[config.mk]
export PLATFORM = sky130hd
export DESIGN_NAME = ps2_host_tx
export DESIGN_NICKNAME = d
export VERILOG_FILES = /design/src/rtl/ps2_pkg.sv /design/src/rtl/ps2_line_sync.sv /design/src/rtl/ps2_host_tx.sv
export SDC_FILE = /design/constraint.sdc
export NUM_CORES = 1
export LEC_CHECK = 0
export CAP_MARGIN = 5
export CORE_ASPECT_RATIO = 1.25
export CORE_MARGIN = 5
export CORE_UTILIZATION = 55
export CTS_CLUSTER_SIZE = 10
export DETAILED_ROUTE_END_ITERATION = 8
export PLACE_DENSITY = 0.8
export SKIP_LAST_GASP = 1
export SLEW_MARGIN = 20
export SYNTH_ARGS = -nofsm -noshare
export SYNTH_HDL_FRONTEND = slang
export SYNTH_SLANG_ARGS = --single-unit
[constraint.sdc]
create_clock -name clk -period 3.59 [get_ports clk]
set_input_delay 0.718 -clock clk [delete_from_list [all_inputs] [get_ports clk]]
set_output_delay 0.718 -clock clk [all_outputs]
set_load 0.02 [all_outputs]
[src/rtl/ps2_pkg.sv]
// Shared types and constants for the PS/2 host transmitter and receiver.
package ps2_pkg;

  typedef enum logic [2:0] {
    IDLE,
    INHIBIT,
    RTS,
    SEND,
    ACK,
    WAIT_IDLE
  } state_t;

  localparam int FRAME_BITS = 10;

  localparam logic [7:0] CMD_RESET    = 8'hFF;
  localparam logic [7:0] CMD_ENABLE   = 8'hF4;
  localparam logic [7:0] CMD_SET_RATE = 8'hF3;
  localparam logic [7:0] RSP_ACK      = 8'hFA;

  // {stop, odd parity, data}; shifted out LSB first
  function automatic logic [FRAME_BITS-1:0] frame_of(
    input logic [7:0] b
  );
    return {1'b1, ~^b, b};
  endfunction

endpackage

[src/rtl/ps2_line_sync.sv]
// Two-flop synchronizers for the PS/2 lines plus a falling-edge
// pulse on the clock line.
module ps2_line_sync (
  input  logic clk,
  input  logic rstn,
  input  logic ps2_clk,
  input  logic ps2_data,
  output logic clk_s,
  output logic data_s,
  output logic fclk
);

  logic [2:0] c_q;
  logic [1:0] d_q;

  // idle bus is high, so reset high to avoid a spurious edge
  always_ff @(posedge clk) begin
    if (!rstn) begin
      c_q <= '1;
      d_q <= '1;
    end else begin
      c_q <= {c_q[1:0], ps2_clk};
      d_q <= {d_q[0], ps2_data};
    end
  end

  assign clk_s  = c_q[1];
  assign data_s = d_q[1];
  assign fclk   = c_q[2] & ~c_q[1];

endmodule

[src/rtl/ps2_host_tx.sv]
// PS/2 host-to-device command transmitter: request-to-send,
// 11-bit frame, ACK check and frame timeout.
module ps2_host_tx
  import ps2_pkg::*;
#(
  parameter int INHIBIT_CYCLES = 10000,
  parameter int TIMEOUT_CYCLES = 1500000,
  parameter int CNT_W          = 21
) (
  input  logic       clk,
  input  logic       rstn,
  input  logic       tx_valid,
  input  logic [7:0] tx_data,
  output logic       tx_ready,
  output logic       busy,
  output logic       tx_done,
  output logic       tx_ack_err,
  output logic       tx_timeout,
  input  logic       ps2_clk,
  input  logic       ps2_data,
  output logic       ps2_clk_oe,
  output logic       ps2_data_oe
);

  state_t state_q, state_d;

  logic [CNT_W-1:0]      cnt_q;
  logic [3:0]            bit_q;
  logic [FRAME_BITS-1:0] shift_q;
  logic                  data_q;
  logic                  ack_err_q;
  logic                  done_q;
  logic                  ack_out_q;
  logic                  tout_q;

  logic clk_s, data_s, fclk;
  logic inhib_end, tout_hit, bus_idle, last_bit;

  ps2_line_sync u_sync (
    .clk      (clk),
    .rstn     (rstn),
    .ps2_clk  (ps2_clk),
    .ps2_data (ps2_data),
    .clk_s    (clk_s),
    .data_s   (data_s),
    .fclk     (fclk)
  );

  assign inhib_end = cnt_q == CNT_W'(INHIBIT_CYCLES - 1);
  assign tout_hit  = cnt_q == CNT_W'(TIMEOUT_CYCLES - 1);
  assign bus_idle  = clk_s & data_s;
  assign last_bit  = fclk && (bit_q == 4'(FRAME_BITS - 1));

  always_ff @(posedge clk) begin
    if (!rstn) state_q <= IDLE;
    else       state_q <= state_d;
  end

  always_comb begin
    state_d = state_q;
    unique case (state_q)
      IDLE:      if (tx_valid) state_d = INHIBIT;
      INHIBIT:   if (inhib_end) state_d = RTS;
      RTS:       state_d = SEND;
      SEND: begin
        if (tout_hit)      state_d = IDLE;
        else if (last_bit) state_d = ACK;
      end
      ACK: begin
        if (tout_hit)  state_d = IDLE;
        else if (fclk) state_d = WAIT_IDLE;
      end
      WAIT_IDLE: if (bus_idle || tout_hit) state_d = IDLE;
      default:   state_d = IDLE;
    endcase
  end

  always_ff @(posedge clk) begin
    if (!rstn) begin
      cnt_q     <= '0;
      bit_q     <= '0;
      shift_q   <= '0;
      data_q    <= 1'b0;
      ack_err_q <= 1'b0;
      done_q    <= 1'b0;
      ack_out_q <= 1'b0;
      tout_q    <= 1'b0;
    end else begin
      done_q <= 1'b0;
      tout_q <= 1'b0;
      unique case (state_q)
        IDLE: begin
          if (tx_valid) begin
            shift_q <= frame_of(tx_data);
            cnt_q   <= '0;
          end
        end
        INHIBIT: cnt_q <= cnt_q + CNT_W'(1);
        RTS: begin
          cnt_q  <= '0;
          bit_q  <= '0;
          data_q <= 1'b1;
        end
        SEND, ACK: begin
          cnt_q <= cnt_q + CNT_W'(1);
          if (tout_hit) begin
            tout_q <= 1'b1;
          end else if (fclk) begin
            if (state_q == SEND) begin
              data_q  <= ~shift_q[0];
              shift_q <= shift_q >> 1;
              bit_q   <= bit_q + 4'd1;
            end else begin
              ack_err_q <= data_s;
            end
          end
        end
        WAIT_IDLE: begin
          cnt_q <= cnt_q + CNT_W'(1);
          if (bus_idle) begin
            done_q    <= 1'b1;
            ack_out_q <= ack_err_q;
          end else if (tout_hit) begin
            tout_q <= 1'b1;
          end
        end
        default: ;
      endcase
    end
  end

  always_comb begin
    ps2_clk_oe  = 1'b0;
    ps2_data_oe = 1'b0;
    tx_ready    = state_q == IDLE;
    busy        = state_q != IDLE;
    unique case (state_q)
      INHIBIT: ps2_clk_oe = 1'b1;
      RTS: begin
        ps2_clk_oe  = 1'b1;
        ps2_data_oe = 1'b1;
      end
      SEND:    ps2_data_oe = data_q;
      default: ;
    endcase
  end

  assign tx_done    = done_q;
  assign tx_ack_err = ack_out_q;
  assign tx_timeout = tout_q;

endmodule

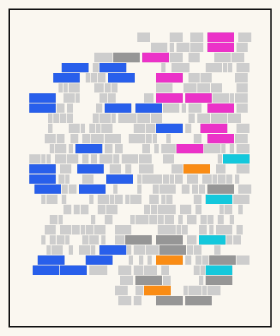
(images/flops_by_reg.png)
Other sequential cells in the stronger gray, the rest of the logic in the fainter gray.
color	name in the netlist	sequential cells
orange	u_sync.c_q	3
magenta	shift_q	10
cyan	bit_q	4
blue	cnt_q	21
not colored	10
Storage cell area: 960.9 µm²
Util after Layout: 63.02%
Seq group: 694 µW
sequential cell area share: 34.72%

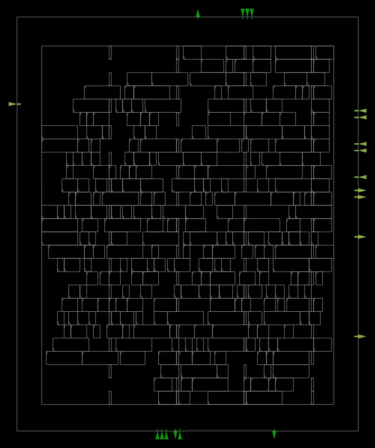
(images/placement.png)
flop count: 48
Filler cells: 380
Core ar.: 4392 µm²
fin cells: 354

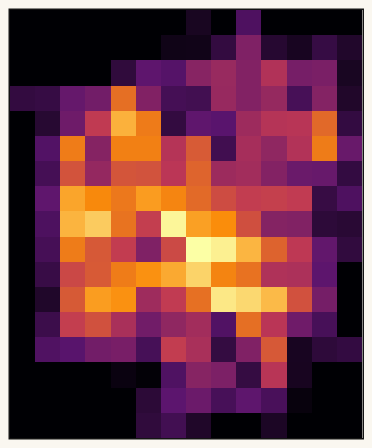
(images/metal_density.png)
The die is cut into 14 by 17 equal tiles; black is low, pale yellow is high, scaled to the fullest tile. Values are wire area over tile area, all layers added.
fullest tile	0.40
densest ninth of the die	center
mean over tiles	0.12
nearly empty tiles	25%
tiles over half the peak	27%

==> flow_summary.ini <==
; generated from flow reports
[routing]
routed_via_density = 5.630
first_pass_iters = 4
drc = 0
totalWireLength_um = 4667
drtAntennaViolNets = 0

[cts]
cts.path.max_buffers = 2
cts_buffers = 5
tritoncts = yes
clock_latency_ns = 0.31
holdBufCountCts = 0
clock-sinks = 48
post-cts-setup-buffers = 0
htree_levels = 2
clk_pin_slew_worst_paths_ns = 0.08

[final_timing]
drv_slew = 0
finalSetupTns_ns = 0
max_freq_ghz = 0.3722
rsz0062_at_grt = false
fin_worst_skew_ns = 0.007840
setup_viol = 0
setup_slack_ns = 0.9032
min_period_ns = 2.687

[pwr]
finalPower_mw = 1.578

[min_path]
min_path_type = flip-flop to flip-flop
holdPathEnd = u_sync.c_q[1]$_SDFF_PN1_
hold_depth = 1

[yosys]
yosysUniqueCellTypes = 47
synth_top_area_share_pct = 39.00
ys_area_um2 = 2464
syn_inst = 279
ys_top_cells_by_count = dfxtp_1, nor2_1, xnor2_1
synth_area_leader_cell = dfxtp_1
async_flop_share_pct = 0
edf_count = 0
syn_area_per_cell_um2 = 8.830
top_cells_by_area = dfxtp_1, xnor2_1, mux2i_1
synthesis.nets = 295
flop_cell = dfxtp_1

[cells_and_area]
fin_area_um2 = 2768
lay_top_count = dfxtp_1
final_layout_top_logic_cells = dfxtp_1, nor2_1, xnor2_1
combGateArea_um2 = 1390

[floorplanning]
chipHeight_um = 84.83
placementRows = 27
fp-utilization_pct = 56.10
die_w_um = 69.86

[global_routing]
grt_pass1_wl_um = 8162
antenna_found_initial = 0
grt_usage_pct = 16.47
grt_overflow_total = 0

[worst_setup_path]
cp.required_ns = 2.87
crit_start = state_q[1]$_SDFFE_PN0P_
rrSetupSlack_ns = 1.34
crit_buf_inv = 1
endpoint = ps2_data_oe
cp_num_cells = 3
rr_startpoint = state_q[1]$_SDFFE_PN0P_
cp_top_family = flip-flops
end_kind = output pin
crit_chain = nand2b_1, a21oi_1, clkdlybuf4s50_1
criticalPathCategory = flip-flop to output pin
cp.arrival_ns = 1.97

[placement]
dpl_cell_area_um2 = 2670
pre_cts_ws_ns = 0.7548
dp_hpwl_um = 3296
gp_congestion = 0.8353

[status]
outcome = complete, no violations

[run]
warnings = 27
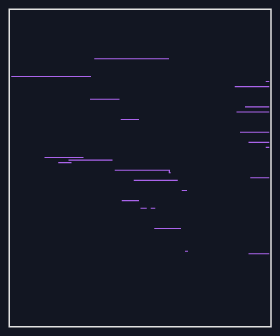
(images/layer_met3.png)
share of all routed wire	3.6%
main direction	horizontal
wire length on this layer	168 µm
longest straight run	21.2 µm
met3 usage: 3.791%
vias post-DR: 1993

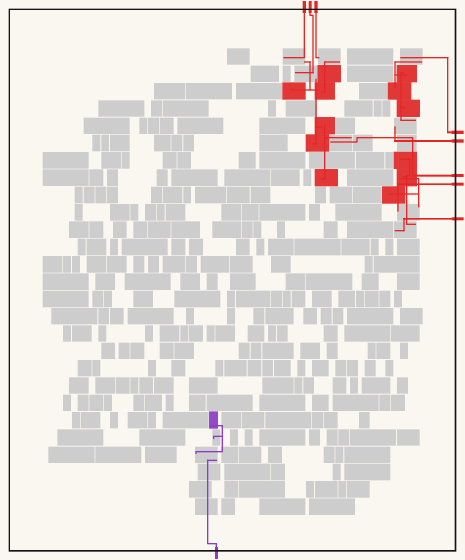
(images/io_fan.png)
color	port	bits	direction	end cells	wire
purple	ps2_clk_oe	1	output	1	28.6 µm
red	tx_data	8	input	12	200 µm
Ports: 20
IO Port Bufs: 19

==> layout make-up <==
cell class                 instances  area share, %
clock buffer                       6          2.984
clock inverter                     2         0.5425
inverter                          11          1.492
multi-input combinational        208          50.23
sequential                        48          34.72
tap                               58          2.622
timing repair buffer              21          7.414
==> state kept, by name, summed over array words and instances, names as in the netlist <==
register and cells:
cnt_q 21, state_q 3, tx_timeout 1, data_q 1, tx_ack_err 1, tx_done 1
u_sync.d_q 2, shift_q 10, bit_q 4, u_sync.c_q 3, ack_err_q 1
==> through the flow <==
stage,instances,util (%)
final,354,63.02
after global routing,354,63.02
after CTS,354,63.02
after detailed placement,346,60.80
after global placement,346,60.80
after floorplan,279,-
==> report_power, final <==
part | switching, mW | total (mW) | internal (mW)
clock network | 0.178 | 0.334 | 0.156
registers | 0.0920 | 0.694 | 0.602
logic | 0.297 | 0.549 | 0.252
total | 0.568 | 1.58 | 1.01
==> layer usage <==
metal | vias to the layer above | routed length [µm] | share of wire [%] | track usage (%)
li1 | 1025 | - | - | -
met1 | 928 | 2031 | 44 | 19.50
met2 | 32 | 2408 | 52 | 28.80
met3 | 8 | 167 | 3.6 | 3.791
met4 | 0 | 60 | 1.3 | 6.272
met5 | - | 0 | 0 | 0
==> cell families (layout without fill, tap and decap cells) <==
group	after synthesis	count (layout)	share of synthesized area (%)
AOI/OAI and AO/OA	49	49	14.73
xor gates and xnor gates	24	24	8.532
DFF	48	48	39.00
buffers and inverters	23	40	4.571
muxes	13	13	5.282
and+or+nand+nor	119	119	26.36
adders and majority gates	3	3	1.524
==> worst register-to-register path, cell delays in order (launching register included) <==
cell      delay [ns]
dfxtp_1         0.71
and3b_1         0.33
a31o_1          0.16
o31a_1          0.65
nor2_1          0.13
a211oi_2        0.21
Power and IR drop assume default switching activity.
